**src/rtl/alu_cmd_issuer.sv**
```systemverilog
// rtl/alu_cmd_issuer.sv - tagged command FIFO, registered ALU issue stage and response register
// Define ALU_ISSUER_ACC_EN to add the accumulator operand path (cmd_acc selects acc as A).
module alu_cmd_issuer #(
   parameter int FIFO_DEPTH = 4,
   parameter int TAG_W      = 4
) (
   input  logic                          clk,
   input  logic                          rst,
   input  logic                          cmd_valid,
   output logic                          cmd_ready,
   input  logic [31:0]                   cmd_a,
   input  logic [31:0]                   cmd_b,
   input  logic [2:0]                    cmd_op,
   input  logic                          cmd_acc,
   input  logic [TAG_W-1:0]              cmd_tag,
   output logic [31:0]                   alu_a,
   output logic [31:0]                   alu_b,
   output logic [2:0]                    alu_opcode,
   input  logic [31:0]                   alu_result,
   input  logic                          alu_zero,
   input  logic                          alu_carry_out,
   input  logic                          alu_overflow,
   output logic                          rsp_valid,
   input  logic                          rsp_ready,
   output logic [31:0]                   rsp_result,
   output logic                          rsp_zero,
   output logic                          rsp_carry,
   output logic                          rsp_overflow,
   output logic [TAG_W-1:0]              rsp_tag,
   output logic [$clog2(FIFO_DEPTH):0]   fifo_count,
   output logic                          busy
);
   localparam int AW = $clog2(FIFO_DEPTH);
   localparam int CW = AW + 1;

   logic [31:0]      mem_a   [FIFO_DEPTH];
   logic [31:0]      mem_b   [FIFO_DEPTH];
   logic [2:0]       mem_op  [FIFO_DEPTH];
   logic [TAG_W-1:0] mem_tag [FIFO_DEPTH];

   logic [AW-1:0]    wptr;
   logic [AW-1:0]    rptr;
   logic [CW-1:0]    count;
   logic             x_valid;
   logic [TAG_W-1:0] x_tag;
   logic             push;
   logic             pop;
   logic             x_adv;
   logic [31:0]      head_a;

   assign cmd_ready  = !rst && (count < CW'(FIFO_DEPTH));
   assign push       = cmd_valid && cmd_ready;
   assign x_adv      = x_valid && (!rsp_valid || rsp_ready);
   // no bypass: a command must sit in the FIFO for at least one edge
   assign pop        = (count != '0) && (!x_valid || x_adv);
   assign fifo_count = count;
   assign busy       = (count != '0) || x_valid || rsp_valid;

   always_ff @(posedge clk) begin
      if (push) begin
         mem_a[wptr]   <= cmd_a;
         mem_b[wptr]   <= cmd_b;
         mem_op[wptr]  <= cmd_op;
         mem_tag[wptr] <= cmd_tag;
      end
   end

`ifdef ALU_ISSUER_ACC_EN
   logic [31:0] acc;
   logic        mem_acc [FIFO_DEPTH];

   always_ff @(posedge clk) begin
      if (push) begin
         mem_acc[wptr] <= cmd_acc;
      end
   end

   always_ff @(posedge clk) begin
      if (rst) begin
         acc <= '0;
      end else if (x_adv) begin
         acc <= alu_result;
      end
   end

   // acc is only updated at this same edge, so forward the result being captured
   assign head_a = mem_acc[rptr] ? (x_adv ? alu_result : acc) : mem_a[rptr];
`else
   logic unused_cmd_acc;
   assign unused_cmd_acc = cmd_acc;
   assign head_a         = mem_a[rptr];
`endif

   always_ff @(posedge clk) begin
      if (rst) begin
         wptr         <= '0;
         rptr         <= '0;
         count        <= '0;
         x_valid      <= 1'b0;
         x_tag        <= '0;
         alu_a        <= '0;
         alu_b        <= '0;
         alu_opcode   <= '0;
         rsp_valid    <= 1'b0;
         rsp_result   <= '0;
         rsp_zero     <= 1'b0;
         rsp_carry    <= 1'b0;
         rsp_overflow <= 1'b0;
         rsp_tag      <= '0;
      end else begin
         if (push) begin
            wptr <= wptr + 1'b1;
         end

         if (pop) begin
            rptr       <= rptr + 1'b1;
            alu_a      <= head_a;
            alu_b      <= mem_b[rptr];
            alu_opcode <= mem_op[rptr];
            x_tag      <= mem_tag[rptr];
            x_valid    <= 1'b1;
         end else if (x_adv) begin
            x_valid <= 1'b0;
         end

         if (x_adv) begin
            rsp_valid    <= 1'b1;
            rsp_result   <= alu_result;
            rsp_zero     <= alu_zero;
            rsp_carry    <= alu_carry_out;
            rsp_overflow <= alu_overflow;
            rsp_tag      <= x_tag;
         end else if (rsp_ready) begin
            rsp_valid <= 1'b0;
         end

         case ({push, pop})
            2'b10:   count <= count + 1'b1;
            2'b01:   count <= count - 1'b1;
            default: count <= count;
         endcase
      end
   end
endmodule

```
**config.mk**
```make
export PLATFORM = sky130hd
export DESIGN_NAME = alu_cmd_issuer
export DESIGN_NICKNAME = d
export VERILOG_FILES = /design/src/rtl/alu_cmd_issuer.sv
export SDC_FILE = /design/constraint.sdc
export NUM_CORES = 1
export LEC_CHECK = 0
export ABC_CLOCK_PERIOD_IN_PS = 3600
export CAP_MARGIN = 20
export CORE_ASPECT_RATIO = 0.5
export CORE_MARGIN = 10
export CORE_UTILIZATION = 49
export DETAILED_ROUTE_END_ITERATION = 12
export HOLD_SLACK_MARGIN = 0.03
export PLACE_DENSITY = 0.83
export SYNTH_ARGS = -nofsm -noshare
export SYNTH_HDL_FRONTEND = slang
export SYNTH_SLANG_ARGS = --single-unit
```
**constraint.sdc**
```tcl
create_clock -name clk -period 3.6 [get_ports clk]
set_clock_uncertainty 0.05 [all_clocks]
set_input_delay 0.9 -clock clk [delete_from_list [all_inputs] [get_ports clk]]
set_output_delay 0.9 -clock clk [all_outputs]
set_load 0.005 [all_outputs]
```
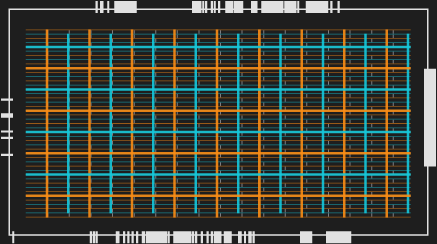
*Supply network, run 1*
Pins as bars on the die edge. Tap cells in grey.
colour	net
cyan	VDD
orange	VSS
met1 rails	45
rows	44
met4 straps	18
met5 straps	8

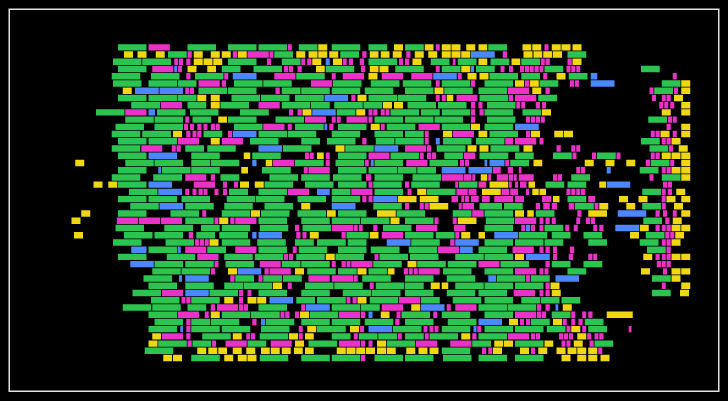
*Cell classes on the final placement, run 1*
colour	class	cells	share of their area
yellow	remaining buffers and delay cells	244	14%
green	sequential cells	403	60%
blue	clock drivers and dummy loads	64	6.2%
magenta	combinational and other logic	446	20%
core region area: 29500 sq um
Seq area share: 58.6%
final instance area: 18600 sq um
fin util: 63.3%
Core Rows: 44

==> flow_summary.yaml, run 1 <==
# flow metrics
status:
  outcome: "completed"
synth:
  syn-cell-area_sq_um: 14900
  ys_seq_share_pct: 73.3
  ys.flops: 403
  netlist-cell-type-count: 33
  ys_area_sq_um: 14900
  ys_cells: 927
  syn_avg_cell_area_sq_um: 16.1
  ys_sh_aoi_pct: 7.76
  synth_warnings: 0
  logic_family: "multiplexers"
power:
  p_comb_mw: 3.64
  pg_seq_mw: 5.98
  pwr-share-seq_pct: 45.0
  pwr-share-comb_pct: 27.3
  power.density_nw_per_um2: 714
  ir_drop_mv: 0.395
  p_int_mw: 9.45
  p_leak_nw: 5.98
  swShare_pct: 29.0
cts:
  clk_pin_slew_worst_paths_ns: 0.07
  cts_resized: 0
  hold_buffers: 0
  post-cts-setup-buffers: 0
  cts-buffers-inserted: 36
  clk_path_buf_depth: 3
worst_setup_path:
  rr_worst_depth: 4
  ff2ff_setup_slack_ns: 1.51
  critPathKind: "flop to output port"
  r2r_end: "x_tag[2]"
  path_cells: "or3_2, or3_1, clkdlybuf4s50_1"
  r2r-start: "rptr[0]"
  startpoint_type: "flop"
  max_stage_delay_ns: 0.52
  cp-end-kind: "output port"
  crit_family: "simple AND/OR/NAND/NOR gates"
  cp.arrival_ns: 2.32
  path_buffers: 1
sta:
  worst_pin_slew_ns: 1.14
  hold_violations: 0
  setup_tns_ns: 0
  fmax_mhz: 306
  finalHoldWorstSlack_ns: 0.424
  rsz0062_at_grt: "no"
  setup_ws_ns: 0.333
  max-slew-margin-rel_pct: 23.7
  slew_violations: 0
  setup_viol: 0
  period_needed_ns: 3.27
placed_design:
  dpl.cell_count: 1483
  io_buffers: 221
  gp_congestion: 0.752
  place_ws_ns: 0.558
grt:
  grt_pass1_vias: 9437
  grtUsageTotal_pct: 18.4
  grt_max_degree: 98
  grt-ovfl-total: 0
  antenna_found_initial: 2
run:
  openroad.warnings: 30
  max_cap_violations: 0
drt:
  drc: 0
  routedWlPerCell_um: 22.9
  drt_iter0_markers: 814
  firstDrtPassIters: 5
  num_vias: 8994
  routed_wl_um: 35500
  ant_nets: 0
worst_hold_path:
  whs_endpoint: "rsp_result[14]"
  hold_depth: 2
  hold_class: "flop to flop"
layout:
  final_nets: 1248
  syn2layout_area_growth_pct: 25.1
  largest_registers: "mem_a (128), mem_b (128)"
  n_fill_cell: 1991
  instances_no_fill: 1550
  regArea_sq_um: 10900
  drive_above_1_share_pct: 13.7
floorplanning:
  die_h_um: 143
  die_x_um: 267
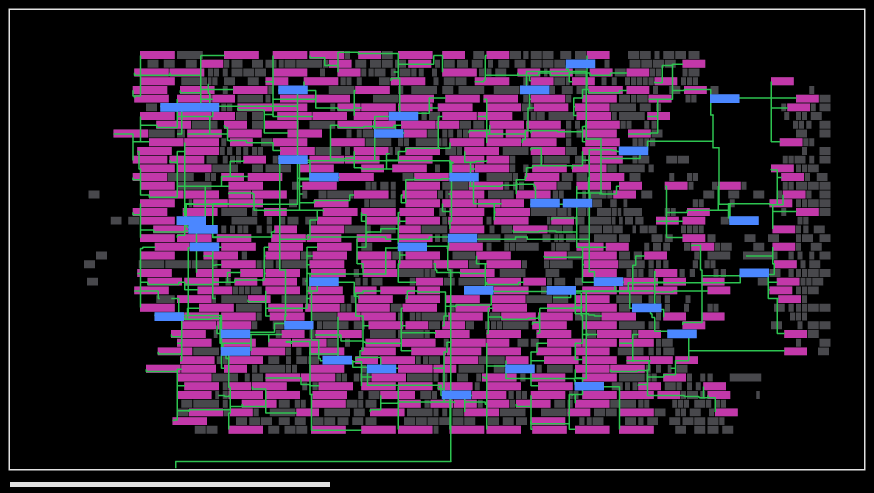
*Clock network drawn from the DEF, run 1*
The bar under the picture is 100 um long.
[blue] clock drivers | count: 36
[green] clock wires | length: 4200 um
[magenta] flip-flops | count: 403
routed clock nets	37
Clock Power Share: 27.7%
insertion delay to the later sink of the worst-skew pair: 0.52 ns
P_clk: 3.68 mW

[run 1: area by class of cell]
type / instances / share of cell area (%)
Sequential cell: 403 / 58.6
Clock buffer: 46 / 5.14
Tap cell: 391 / 2.63
Multi-Input combinational cell: 441 / 19.2
Inverter: 5 / 0.101
Antenna cell: 2 / 0.0269
Timing Repair Buffer: 244 / 13.4
Clock inverter: 18 / 0.900
[run 1: worst max path at each step]
stage	from	to	slack (ns)	depth (start not counted)
after floorplan	rst	mem_a[1][0]	0.16	2
after global placement	rsp_ready	fifo_count[2]	0.57	8
after detailed placement	rsp_ready	fifo_count[2]	0.56	8
after CTS	fifo_count[2]	busy	0.32	3
after global routing	fifo_count[2]	busy	0.27	3
final	fifo_count[2]	busy	0.33	3
[run 1: cells in the mapped netlist]
master	count	share of area [%]
inv_1	5	0.13
buf_1	11	0.28
and3b_1	1	0.059
clkbuf_2	1	0.034
buf_4	2	0.10
nand3_1	110	3.7
fa_1	1	0.13
nand3b_1	1	0.050
or3_1	4	0.17
xor2_1	1	0.059
buf_2	14	0.47
nor3b_2	1	0.084
xnor2_1	2	0.12
and2b_1	1	0.050
edfxtp_1	284	57
clkbuf_1	44	1.1
nand2b_1	1	0.042
buf_12	5	0.67
o31ai_1	1	0.050
ha_1	5	0.42
o21ai_1	1	0.034
dfxtp_1	119	16
a31o_2	1	0.059
a21oi_1	114	3.8
o21ai_0	111	3.7
nor2_1	6	0.15
nor3_2	1	0.067
buf_6	1	0.076
a311oi_1	1	0.059
mux4_2	71	11
and2_1	4	0.17
nand2_1	1	0.025
mux2i_1	1	0.067
[run 1: per-layer routing]
metal	vias to the layer above	GRT usage [%]	routed length [um]
met2	333	33.7	19000
met3	53	3.60	2220
li1	4030	-	-
met5	-	0	0
met1	4578	21.4	13300
met4	0	6.21	908
[run 1: cell families (layout without fill, tap and decap cells)]
family                     Yosys count  after routing
AOI/OAI and AO/OA                  229            229
xor gates and xnor gates             3              3
DFF                                403            403
and+or+nand+nor                    131            131
adders and majority gates            6              6
buffers and inverters               83            313
muxes                               72             72
other                                0              2
[run 1: through the flow]
step           area (sq um)  total power [mW]
6_report              18600              13.3
5_1_grt               18600              13.9
3_5_place_dp          17500              9.71
2_1_floorplan         14900              8.10
4_1_cts               18600              13.4
3_3_place_gp          17500              9.59
[run 1: cells in the final DEF (no fill, tap or decap), drive strengths merged]
| master | count |
|---|---|
| a21oi | 114 |
| a311oi | 1 |
| a31o | 1 |
| and2 | 4 |
| and2b | 1 |
| and3b | 1 |
| buf | 24 |
| bufinv | 2 |
| clkbuf | 46 |
| clkdlybuf4s50 | 220 |
| clkinv | 11 |
| clkinvlp | 3 |
| dfxtp | 119 |
| diode | 2 |
| edfxtp | 284 |
| fa | 1 |
| ha | 5 |
| inv | 7 |
| mux2i | 1 |
| mux4 | 71 |
| nand2 | 1 |
| nand2b | 1 |
| nand3 | 110 |
| nand3b | 1 |
| nor2 | 6 |
| nor3 | 1 |
| nor3b | 1 |
| o21ai | 112 |
| o31ai | 1 |
| or3 | 4 |
| xnor2 | 2 |
| xor2 | 1 |
### Wiring by layer, run 1

The bar under the picture is 100 um long.
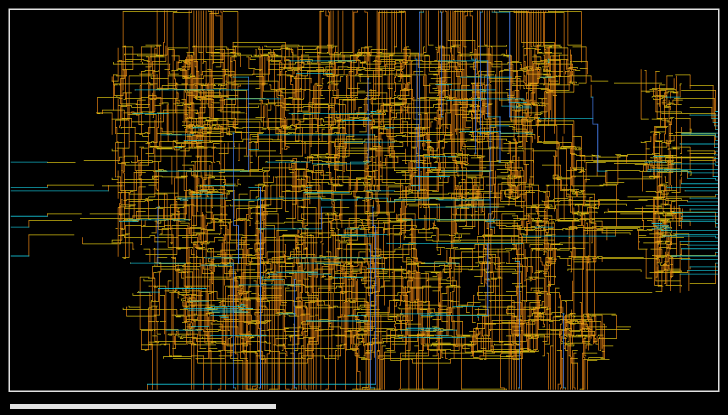

==> run 1 -> run 2 <==
--- a/constraint.sdc
+++ b/constraint.sdc
@@ -4,2 +4,2 @@
 set_output_delay 0.9 -clock clk [all_outputs]
-set_load 0.005 [all_outputs]
+set_load 0.1 [all_outputs]
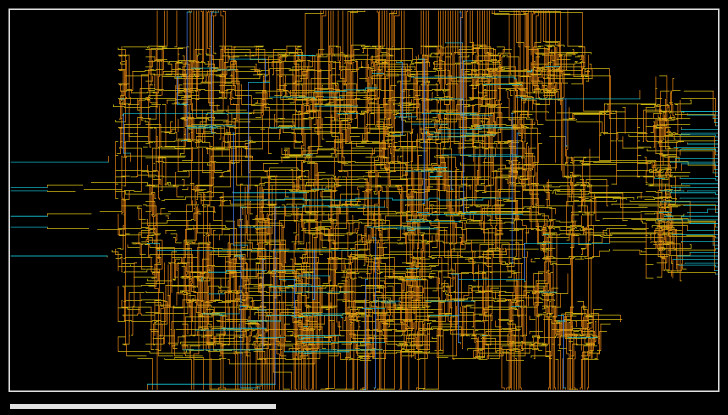
*Wiring by layer, run 2*
The bar under the picture is 100 um long.
colour	layer	wire length
blue	metal 4	843 um
cyan	metal 3	2190 um
yellow	metal 1	13600 um
orange	metal 2	19400 um
routed vias: 8882
Total Wirelength: 36000 um

==> run 2 against run 1 <==
  * Area after synthesis unchanged
  * Via count shrank 1.2%
  * Worst hold slack improved by 0.0038 ns
  * Cell count is the same
  * Fmax grew 9.4%
  * Cell area is 1.8% lower
  * Combinational power is 76% higher
  * Critical path depth stayed put
  * Non-clock buffer count is 1 lower
  * Global-route usage is 0.31 points higher
  * Critical path type unchanged
  * Highest routed layer unchanged
==> flow_summary.yaml, run 2 <==
# flow metrics
status:
  outcome: "completed"
sta:
  hold_violations: 0
  setup_tns_ns: 0
  rsz0062_at_grt: "no"
  fmax_mhz: 335
  max-slew-margin-rel_pct: 28.8
  finalHoldWorstSlack_ns: 0.427
  setup_viol: 0
  period_needed_ns: 2.99
  slew_violations: 0
  setup_ws_ns: 0.614
power:
  power.density_nw_per_um2: 871
  p_leak_nw: 6.15
grt:
  grt_max_degree: 87
  grt_pass1_vias: 9305
  grt-ovfl-total: 0
  grtUsageTotal_pct: 18.7
cts:
  cts_resized: 0
  post-cts-setup-buffers: 0
  clk_path_buf_depth: 3
  hold_buffers: 0
  cts-buffers-inserted: 36
worst_setup_path:
  critPathKind: "flop to output port"
  startpoint: "fifo_count[2]"
  cp-end-kind: "output port"
  r2r-start: "rptr[0]"
  startpoint_type: "flop"
  rr_worst_depth: 4
  crit_path_end: "busy"
  cp.arrival_ns: 2.04
  path_cells: "or3_2, or3_1, buf_12"
  r2r_end: "alu_a[28]"
  max_stage_delay_ns: 0.53
synth:
  ys_cells: 927
  syn_avg_cell_area_sq_um: 16.1
  largest_area_cell: "edfxtp_1"
  post-synth-top-count-cell: "edfxtp_1"
  common_cells: "edfxtp_1, dfxtp_1, a21oi_1"
  topCellsByArea: "edfxtp_1, dfxtp_1, mux4_2, a21oi_1, o21ai_0"
  syn-cell-area_sq_um: 14900
  ys_area_sq_um: 14900
  ys_seq_share_pct: 73.3
  ys_async_sr_fraction_pct: 0
  top_area_share_pct: 57.3
  ff_type: "edfxtp_1"
  edf_count: 284
  synth_warnings: 0
placed_design:
  place_ws_ns: 0.565
  io_buffers: 221
  placed_area_sq_um: 17200
layout:
  syn2layout_area_growth_pct: 22.9
  final_common_cell: "edfxtp_1"
  final_nets: 1247
  largest_registers: "mem_a (128), mem_b (128)"
  final_cell_mix: "edfxtp_1, buf_4, dfxtp_1, a21oi_1, o21ai_0"
  fin_area_sq_um: 18300
  drive_above_1_share_pct: 23.2
floorplanning:
  die_h_um: 143
  fp-row-count: 44
  coreArea_sq_um: 29500
  die_x_um: 267
drt:
  firstDrtPassIters: 5
  ant_nets: 0
  drt_iter0_markers: 842
run:
  openroad.warnings: 30
  max_cap_violations: 0
worst_hold_path:
  hold_class: "flop to flop"
==> run 2: metrics by stage <==
stage	total power, mW	util [%]	instances
floorplan	11.0	-	927
global placement	12.3	58.4	1483
detailed placement	12.5	58.4	1483
CTS	16.1	62.1	1548
global route	16.6	62.1	1550
finish	15.9	62.1	1550
==> run 2: kinds of logic after synthesis <==
kind of cell             Yosys count  synth area share, %
adder cells (fa/ha/maj)            6                0.555
flip-flops                       403                 73.3
AND-OR/OR-AND                    229                 7.76
AND/OR/NAND/NOR                  131                 4.56
buffers and inverters             83                 2.87
multiplexers                      72                 10.8
XOR/XNOR                           3                0.176
==> run 2: final cells by class <==
type | instances | area (sq um)
Antenna cell | 2 | 5.00
Clock buffer | 47 | 962
Clock inverter | 18 | 128
Fill cell | 2020 | 11200
Inverter | 5 | 18.8
Multi-Input combinational cell | 441 | 3570
Sequential cell | 403 | 10900
Tap cell | 391 | 489
Timing Repair Buffer | 243 | 2210
==> run 2: layer usage <==
layer	GRT usage, %	vias to the layer above	wire length (um)
li1	-	4014	-
met1	21.7	4500	13600
met2	34.3	312	19400
met3	3.50	56	2190
met4	6.90	0	842
met5	0	-	0
==> run 2: power breakdown <==
group	internal [mW]	switching, mW
clock network	1.97	1.61
logic	1.70	4.69
registers	5.55	0.421
==> run 2: worst min-delay path by stage <==
| stage | to | slack, ns | cells after the start |
|---|---|---|---|
| 6_report | alu_a[11] | 0.43 | 2 |
| 5_1_grt | rsp_result[2] | 0.45 | 2 |
| 4_1_cts | alu_b[28] | 0.43 | 2 |
| 3_5_place_dp | alu_b[20] | 0.42 | 2 |
| 3_3_place_gp | rsp_result[31] | 0.41 | 2 |
| 2_1_floorplan | x_tag[0] | 0.40 | 2 |
==> run 2: worst max-delay path: cells and delay by family (launching register included) <==
| kind | cells | cell delay [ns] |
|---|---|---|
| buffers and inverters | 1 | 0.19 |
| flip-flops | 1 | 0.42 |
| AND/OR/NAND/NOR | 2 | 0.90 |
==> run 2 -> run 3 <==
ABC_CLOCK_PERIOD_IN_PS = 3000   (was 3600)
CORE_UTILIZATION = 54   (was 49)
PLACE_DENSITY = 0.87   (was 0.83)
clock period = 3 ns   (was 3.6 ns; I/O delays follow)
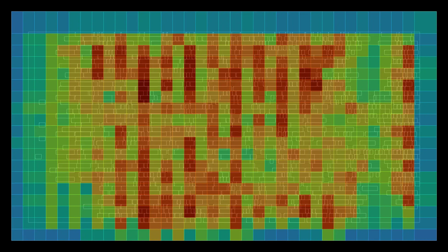
*Routing congestion, run 3*
M1 GR Usage: 24.3%
WL/cell: 23.6 um
busiest grt layer: met2

==> run 3 against run 2 <==
  * Count of clock-buffer cells in the layout stayed put
  * Sequential cell count stayed put
  * Sequential share of layout area is 0.30 points lower
  * Largest cell class unchanged
  * Setup slack worse by 0.45 ns
  * Critical path depth is 1 higher
==> flow_summary.yaml, run 3 <==
# flow metrics
worst_setup_path:
  crit_family: "simple AND/OR/NAND/NOR gates"
  cp.arrival_ns: 2.04
  critPathKind: "flop to output port"
  cp.required_ns: 2.20
  cp-end-kind: "output port"
  startpoint_type: "flop"
  path_cells: "buf_4, or3_2, or3_1, buf_12"
  crit_slowest_cell: "or3_2"
  crit_fanout: 7
  path_buffers: 2
  max_stage_delay_ns: 0.50
synth:
  ys_async_sr_fraction_pct: 0
  synth_warnings: 0
  netlist_instances: 927
  edf_count: 284
  top_area_share_pct: 57.3
  syn-cell-area_sq_um: 14900
  ff_type: "edfxtp_1"
  fp_nets: 1044
  topCellsByArea: "edfxtp_1, dfxtp_1, mux4_2, a21oi_1, o21ai_0"
  ys_area_sq_um: 14900
  largest_area_cell: "edfxtp_1"
  syn_avg_cell_area_sq_um: 16.1
  common_cells: "edfxtp_1, dfxtp_1, a21oi_1"
  ys_cells: 927
  ys_seq_share_pct: 73.3
  netlist-cell-type-count: 33
  ys.flops: 403
  post-synth-top-count-cell: "edfxtp_1"
worst_hold_path:
  hold_class: "flop to flop"
grt:
  grt_pass1_wl_um: 54300
  grt_pass1_vias: 9186
  grtUsageTotal_pct: 20.1
  grt-ovfl-total: 0
  grt_max_degree: 75
  use_met3_pct: 4.32
  use_met2_pct: 35.1
  antenna_found_initial: 2
sta:
  worst_pin_slew_ns: 0.975
  fmax_mhz: 352
  max-slew-margin-rel_pct: 34.9
  setup_ws_ns: 0.161
  setup_viol: 0
  period_needed_ns: 2.84
  finalHoldWorstSlack_ns: 0.428
  slew_violations: 0
  rsz0062_at_grt: "no"
  hold_violations: 0
  timing.final.crit_share_pct: 94.6
  setup_tns_ns: 0
layout:
  largest_registers: "mem_a (128), mem_b (128)"
  n_fill_cell: 1669
  final_cell_mix: "edfxtp_1, buf_4, dfxtp_1, a21oi_1, o21ai_0"
  regArea_sq_um: 10900
  syn2layout_area_growth_pct: 23.5
  drive_above_1_share_pct: 23.7
  mi_logic_area_sq_um: 3570
  final_nets: 1249
  final_common_cell: "edfxtp_1"
cts:
  cts_root_buf: "clkbuf_16"
  post-cts-setup-buffers: 0
  clk_pin_slew_worst_paths_ns: 0.07
  clock_sinks: 403
  tritoncts: "done"
  cts-buffers-inserted: 36
  hold_buffers: 0
  cts.htree.levels: 2
  clk_path_buf_depth: 3
  insertion_delay_ns: 0.54
  cts_resized: 0
run:
  openroad.warnings: 30
  max_cap_violations: 0
power:
  p_leak_nw: 6.22
  total_power_mw: 19.5
  power.density_nw_per_um2: 1060
  ir_drop_mv: 0.583
floorplanning:
  io_pins: 223
  initCoreUtil_pct: 55.6
  coreArea_sq_um: 26800
  fp-row-count: 42
  die_h_um: 137
  dieArea_sq_um: 35000
  die_x_um: 255
placed_design:
  gp_congestion: 0.850
  place_ws_ns: 0.153
  io_buffers: 221
  hpwlAfterDp_um: 21000
drt:
  vias_per_cell: 6.01
  firstDrtPassIters: 5
  routed_wl_um: 35700
  drt_iter0_markers: 930
  drc: 0
  num_vias: 9108
  ant_nets: 0
status:
  outcome: "completed"
run 3: cell counts after synthesis:
Identical to the previous run, type by type.
run 3: logic make-up after synthesis:
family / share of synthesized area (%)
XOR/XNOR: 0.176
multiplexers: 10.8
buffers and inverters: 2.87
flip-flops: 73.3
adder cells (fa/ha/maj): 0.555
AND/OR/NAND/NOR: 4.56
AND-OR/OR-AND: 7.76
run 3: where the power goes:
part	internal, mW	leakage, nW	switching [mW]
clock network	2.67	0.589	1.99
logic	2.07	2.08	5.69
registers	6.66	3.55	0.453
run 3: final timing paths:
path / start / endpoint / cells past startpoint / slack [ns]
worst max-delay path: fifo_count[2] / busy / 4 / 0.16
worst min-delay path: rsp_result[16] / rsp_result[16] / 2 / 0.43
worst max register to register: fifo_count[2] / fifo_count[2] / 8 / 0.88
worst min register to register: rsp_result[16] / rsp_result[16] / 2 / 0.43
run 3: cell type report:
cell class | count | share of cell area (%)
multi-input cells | 441 | 19.4
clock buffers | 47 | 5.34
diodes | 4 | 0.0544
inverters | 5 | 0.102
clock inverters | 18 | 1.12
well taps | 352 | 2.39
flip-flops and latches | 403 | 59.4
repair buffers | 245 | 12.2
run 3: worst reg2reg max path, cell delays in order, from the launching register on:
cell and delay, ns:
dfxtp_1 0.30, buf_4 0.16, nor3b_2 0.25, inv_1 0.07, ha_1 0.23, fa_1 0.38, xnor2_1 0.15, or3_1 0.30
a21oi_1 0.14
run 3: stage by stage:
step	std cells	instance area, sq um	utilization [%]
2_1_floorplan	927	14900	-
3_3_place_gp	1445	17200	64.1
3_5_place_dp	1445	17200	64.1
4_1_cts	1510	18400	68.5
5_1_grt	1513	18400	68.6
6_report	1515	18400	68.6
run 3: layer usage:
metal	vias to the layer above	wire, um
met5	-	0
met2	403	18600
met1	4596	13400
met4	0	929
li1	4037	-
met3	72	2840
Power and IR drop assume default switching activity.
